[src/rtl/rf_sched_pkg.sv]
// Shared definitions for the register-file writeback scheduler: arbitration
// state encoding and default geometry.
package rf_sched_pkg;

    typedef enum logic {
        ALU_PRI = 1'b0,
        LU_PRI  = 1'b1
    } sched_state_t;

    localparam int DEF_AW         = 5;
    localparam int DEF_XLEN       = 32;
    localparam int DEF_STARVE_LIM = 3;

endpackage

[src/rtl/rf_scoreboard.sv]
// Busy-register scoreboard: one reservation bit per architectural register,
// set on long-latency issue, cleared on long-unit writeback, x0 never busy.
module rf_scoreboard
    import rf_sched_pkg::*;
#(
    parameter int AW = DEF_AW
) (
    input  logic          clk,
    input  logic          rst,
    input  logic          set_en,
    input  logic [AW-1:0] set_rd,
    input  logic          clr_en,
    input  logic [AW-1:0] clr_rd,
    input  logic [AW-1:0] rs1,
    input  logic [AW-1:0] rs2,
    input  logic [AW-1:0] chk_rd,
    output logic          rs1_busy,
    output logic          rs2_busy,
    output logic          chk_busy,
    output logic          any_busy
);

    localparam int NREG = 1 << AW;

    logic [NREG-1:0] busy_reg;
    logic [NREG-1:0] busy_next;

    assign busy_next[0] = 1'b0;

    genvar gi;
    generate
        for (gi = 1; gi < NREG; gi++) begin : g_bit
            // A set on the same edge as a clear wins: the new reservation survives.
            assign busy_next[gi] = (set_en && (set_rd == AW'(gi))) ||
                                   (busy_reg[gi] && !(clr_en && (clr_rd == AW'(gi))));
        end
    endgenerate

    always_ff @(posedge clk or posedge rst) begin
        if (rst) begin
            busy_reg <= '0;
        end else begin
            busy_reg <= busy_next;
        end
    end

    assign rs1_busy = (rs1 != '0) && busy_reg[rs1];
    assign rs2_busy = (rs2 != '0) && busy_reg[rs2];
    assign chk_busy = (chk_rd != '0) && busy_reg[chk_rd];
    assign any_busy = |busy_reg;

endmodule

[src/rtl/rf_wb_scheduler.sv]
// Writeback scheduler: RAW/WAW hazard tracking for long-latency results and
// a starvation-limited arbiter between the ALU and the long unit.
module rf_wb_scheduler
    import rf_sched_pkg::*;
#(
    parameter int AW         = DEF_AW,
    parameter int XLEN       = DEF_XLEN,
    parameter int STARVE_LIM = DEF_STARVE_LIM
) (
    input  logic            clk,
    input  logic            rst,
    input  logic            iss_valid,
    input  logic            iss_long,
    input  logic [AW-1:0]   iss_rd,
    output logic            iss_ready,
    input  logic [AW-1:0]   rs1,
    input  logic [AW-1:0]   rs2,
    output logic            stall,
    input  logic            alu_valid,
    input  logic [AW-1:0]   alu_rd,
    input  logic [XLEN-1:0] alu_wd,
    output logic            alu_ready,
    input  logic            lu_valid,
    input  logic [AW-1:0]   lu_rd,
    input  logic [XLEN-1:0] lu_wd,
    output logic            lu_ready,
    output logic            rf_we,
    output logic [AW-1:0]   rf_adr3,
    output logic [XLEN-1:0] rf_wd3,
    output logic            idle
);

    localparam int CW = (STARVE_LIM < 1) ? 1 : $clog2(STARVE_LIM + 1);

    sched_state_t  state_reg;
    logic [CW-1:0] cnt_reg;

    logic rs1_busy;
    logic rs2_busy;
    logic rd_busy;
    logic any_busy;
    logic set_en;

    assign iss_ready = !rst && !(iss_long && rd_busy);
    assign set_en    = iss_valid && iss_ready && iss_long && (iss_rd != '0);
    assign stall     = rs1_busy || rs2_busy;
    assign idle      = !any_busy && (state_reg == ALU_PRI);

    rf_scoreboard #(
        .AW (AW)
    ) u_scoreboard (
        .clk      (clk),
        .rst      (rst),
        .set_en   (set_en),
        .set_rd   (iss_rd),
        .clr_en   (lu_ready),
        .clr_rd   (lu_rd),
        .rs1      (rs1),
        .rs2      (rs2),
        .chk_rd   (iss_rd),
        .rs1_busy (rs1_busy),
        .rs2_busy (rs2_busy),
        .chk_busy (rd_busy),
        .any_busy (any_busy)
    );

    // Grants are combinational so the register-file port sees data the same cycle.
    always_comb begin
        alu_ready = 1'b0;
        lu_ready  = 1'b0;
        if (!rst) begin
            if (state_reg == ALU_PRI) begin
                alu_ready = alu_valid;
                lu_ready  = !alu_valid && lu_valid;
            end else begin
                lu_ready  = lu_valid;
            end
        end
    end

    assign rf_adr3 = lu_ready ? lu_rd : alu_rd;
    assign rf_wd3  = lu_ready ? lu_wd : alu_wd;
    assign rf_we   = (alu_ready && (alu_rd != '0)) || (lu_ready && (lu_rd != '0));

    always_ff @(posedge clk or posedge rst) begin
        if (rst) begin
            state_reg <= ALU_PRI;
            cnt_reg   <= '0;
        end else begin
            case (state_reg)
                ALU_PRI: begin
                    if (alu_valid && lu_valid) begin
                        cnt_reg <= cnt_reg + 1'b1;
                        if (cnt_reg >= CW'(STARVE_LIM - 1)) begin
                            state_reg <= LU_PRI;
                        end
                    end else begin
                        cnt_reg <= '0;
                    end
                end
                default: begin
                    // Priority lasts for one grant, or ends if the long unit withdrew.
                    state_reg <= ALU_PRI;
                    cnt_reg   <= '0;
                end
            endcase
        end
    end

endmodule
[config.mk]
export PLATFORM = sky130hd
export DESIGN_NAME = rf_wb_scheduler
export DESIGN_NICKNAME = d
export VERILOG_FILES = /design/src/rtl/rf_sched_pkg.sv /design/src/rtl/rf_scoreboard.sv /design/src/rtl/rf_wb_scheduler.sv
export SDC_FILE = /design/constraint.sdc
export NUM_CORES = 1
export LEC_CHECK = 0
export CAP_MARGIN = 20
export CELL_PAD_IN_SITES_DETAIL_PLACEMENT = 2
export CELL_PAD_IN_SITES_GLOBAL_PLACEMENT = 2
export CORE_MARGIN = 5
export CORE_UTILIZATION = 23
export DETAILED_ROUTE_END_ITERATION = 8
export PLACE_DENSITY = 0.88
export SYNTH_ARGS = -nofsm -noshare
export SYNTH_HDL_FRONTEND = slang
export SYNTH_SLANG_ARGS = --single-unit
[constraint.sdc]
create_clock -name clk -period 3.8 [get_ports clk]
set_input_delay 0.76 -clock clk [delete_from_list [all_inputs] [get_ports clk]]
set_output_delay 0.76 -clock clk [all_outputs]
set_load 0.02 [all_outputs]
==> ci_impl_report.md <==
### Flow metrics

| Metric | Value |
|---|---|
| Outcome | completed |
| Vias per inst | 5.30 |
| Worst relative slew slack | 0.683 |
| Detailed-route DRC error count | 0 |
| DR top layer | met4 |
| P_seq | 0.490 mW |
| # Cells Yosys | 368 |
| Root buffer cell | clkbuf_16 |
| Async set-reset flop share out of synthesis | 1.00 |
| Met1 global-route usage | 0.223 |
| Largest net degree at the start of global routing | 35 |
| Core Region | 0.0127 mm² |
| CTS tree | done |
| GRT Max-Usage Layer | met2 |
| Synth Seq Share | 0.285 |
| Antenna violations before repair | 0 |
| Bufs and invs on worst path | 3 |
| Layout cell share with drive strength beyond 1 | 0.133 |
| Dominant register cell | dfrtp_1 |
| Die area | 0.0154 mm² |
| Final Wtd Congestion | 0.945 |
| DP Area | 0.00471 mm² |
| CP required | 3040 ps |
| Most numerous cell on the critical path | mux4_2 |
| Cycle use final | 0.979 |
| NetSw | 0.494 mW |
| Crit path DAT | 2960 ps |
| Post-synthesis cell count | 368 |
| Post-CTS Setup Bufs | 0 |
| Syn_area_per_cell | 8.12 µm² |
| Total Routing Usage GR | 0.205 |
| Max FFs per register | 31 |
| Crit start category | primary input |
| Crit-path leading delay family | multiplexers |
| Slew Viols, Final | 0 |
| RSZ-0062 raised after global routing | false |
| Slowest stage delay, CP | 530 ps |
| Internal Power | 0.999 mW |
| H-tree depth | 2 |
| DR vias | 3660 |
| Dominant combinational family | simple AND/OR/NAND/NOR gates |
| Synth cell types | 45 |
| Fin crit period | 3720 ps |
| Diodes inserted | 0 |
| Top power group | combinational logic |
| Critical-path cell list | clkdlybuf4s50_1 -> buf_12 -> mux4_2 -> mux4_2 -> mux2i_1 -> o21ai_0 -> clkdlybuf4s15_1 |
| Final Cell Area | 0.00487 mm² |
| GR Util met2 | 0.387 |
| Global-route wire length before repair | 24.0 mm |
| Hold Worst Slack | 454 ps |
| Die Span X | 124 µm |
| Worst setup path class | in -> out |
| Post-Route M1 WL | 5.79 mm |
| Post-route ant nets | 0 |
| Slowest CP cell | clkdlybuf4s50_1 |
| Comb power | 0.538 mW |
| Max VDD drop | 137 µV |
| Number of port buffers | 137 |
| Floorplan core density | 0.236 |
| Xor/xnor share | 0 |
| Top cells excl fill/tap | clkdlybuf4s50_1 (135), nand2_1 (124), o21ai_0 (43), dfrtp_1 (34), buf_4 (29) |
| DRT Pass-1 Iters | 4 |
| CTS resizes | 2 |
| Gate power share | 0.360 |
| FA/HA/MAJ Cells, Area Fraction | 0.00419 |
| Leakage power | 2.02 nW |
| Hold Buf Count CTS | 0 |
| MUX area fraction | 0.210 |
| Power share of the clock group | 0.312 |
| Power Density | 306 mW/mm² |
| Final setup violation count | 0 |
| Ys flops | 34 |
| Max Clk Rate | 269 MHz |
| Fin nets | 613 |
| HPWL after DPL | 12.4 mm |
| Number of enable flip-flop cells | 0 |
| Sw Ratio | 0.331 |
| Sequential group share of total power | 0.328 |
| Tool Warnings | 26 |
| Wire per inst | 22.4 µm |
| Min-delay worst type | reg -> reg |
| Mapped Nets | 464 |
| Post-layout util | 0.385 |
| Yosys stat area | 0.00299 mm² |
| Simple Share, Synth | 0.292 |
| Crit end category | output pin |
| Clock Tree Buf Depth | 2 |
| Post-Synth AOI/OAI Area | 0.164 |
| Slew @ Worst Pin | 476 ps |
| I/O pin count | 138 |
| Maximum fanout along the worst path | 9 |
| Clock sinks | 34 |
| Final hold violation count | 0 |
| CTS buffer count | 5 |
| Most used logic cell in the final layout | clkdlybuf4s50_1 |
| WL final | 15.5 mm |
| Vias in the first global route | 4354 |
| Worst-path clk slew | 50 ps |
| GR met3 Demand/Resource | 0.0577 |
| Row count | 41 |
| WL met2 | 8.08 mm |
| Met3 wire length | 1.21 mm |
| Max-Cap Viols | 0 |
| Die height | 124 µm |
| GRT overflow | 0 |
| Initial detailed-routing violation count | 185 |
| Synthesis Warnings | 0 |
| Syn Std Cell Area | 0.00299 mm² |
| Layout area overhead | 63.1% |
-- path summary, 6_finish.rpt --
path / from / to / slack, ps / cells past startpoint
worst max-delay path: rs2[0] / stall / 80 / 7
worst min-delay path: cnt_reg[0]$_DFF_PP0_ / cnt_reg[0]$_DFF_PP0_ / 450 / 1
worst min register to register: cnt_reg[0]$_DFF_PP0_ / cnt_reg[0]$_DFF_PP0_ / 450 / 1
max in group asynchronous: rst / u_scoreboard.busy_reg[11]$_DFF_PP0_ / 2420 / 3
min in group asynchronous: rst / u_scoreboard.busy_reg[3]$_DFF_PP0_ / 1060 / 3
worst max register to register: u_scoreboard.busy_reg[19]$_DFF_PP0_ / u_scoreboard.busy_reg[21]$_DFF_PP0_ / 1350 / 6
-- final cells by class --
cell class | instances | area (µm²)
repair buffers | 168 | 1620
well taps | 172 | 215
flip-flops and latches | 34 | 851
multi-input cells | 304 | 2000
fillers | 1417 | 7800
clock inverters | 2 | 37.5
inverters | 4 | 15.0
clock buffers | 6 | 129
-- Yosys cell counts (all sizes together) (4+ instances only) --
master / count / area (µm²)
o41ai: 6 / 60.1
nand2b: 6 / 37.5
o21ai: 55 / 275
clkbuf: 14 / 52.6
nand4b: 4 / 35.0
buf: 12 / 66.3
nand2: 124 / 465
mux2i: 15 / 150
dfrtp: 34 / 851
nand3b: 4 / 30.0
nand3: 6 / 30.0
mux4: 20 / 454
nand4: 8 / 50.1
nor2: 11 / 41.3
nor4: 9 / 56.3
nor2b: 7 / 43.8
-- per-stage QoR --
stage / setup slack [ps] / TNS, ps / cells / power [mW]
floorplan: 265 / 0 / 368 / 0.717
global placement: -198 / -295 / 682 / 0.995
detailed placement: -247 / -417 / 682 / 1.03
finish: 81.2 / 0 / 690 / 1.49
CTS: 6.22 / 0 / 690 / 1.50
global route: 14.9 / 0 / 690 / 1.56
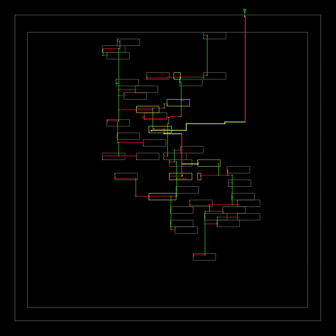
Figure 1: the clock network.
seq_cells: 34
Power Clock: 0.466 mW
Clk Latency, worst-skew pair: 280 ps
Worst Clk Skew: 4.60 ps
clkbuf count: 6

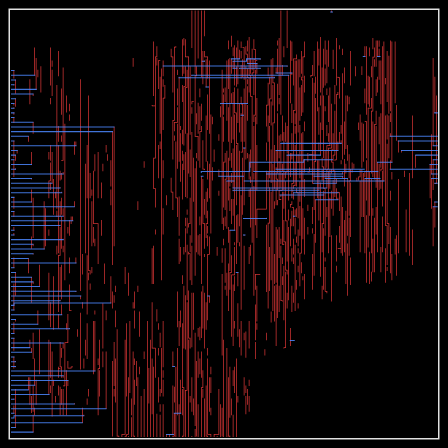
Figure 2: signal wires by layer.
Two of the layers only.
- blue: met3 (wire length 1210 µm)
- red: met2 (wire length 8080 µm)

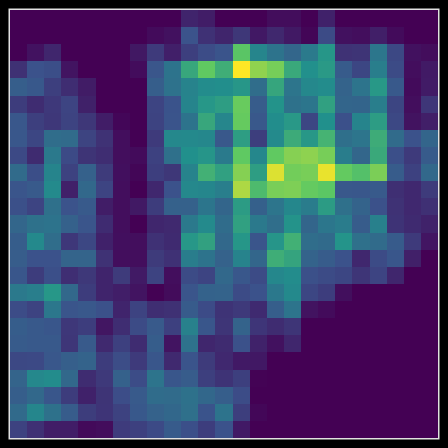
Figure 3: wiring heat map.
25 x 25 tiles, from dark purple (low) to yellow (high), scaled to the fullest tile. Values are wire area over tile area, all layers added.
- fullest tile: 0.71
- tiles over half the peak: 10%
- emptiest ninth of the die: bottom right
- densest ninth of the die: middle
- mean over tiles: 0.16

Power figures rest on the tool's default switching activity, not on a simulated workload.
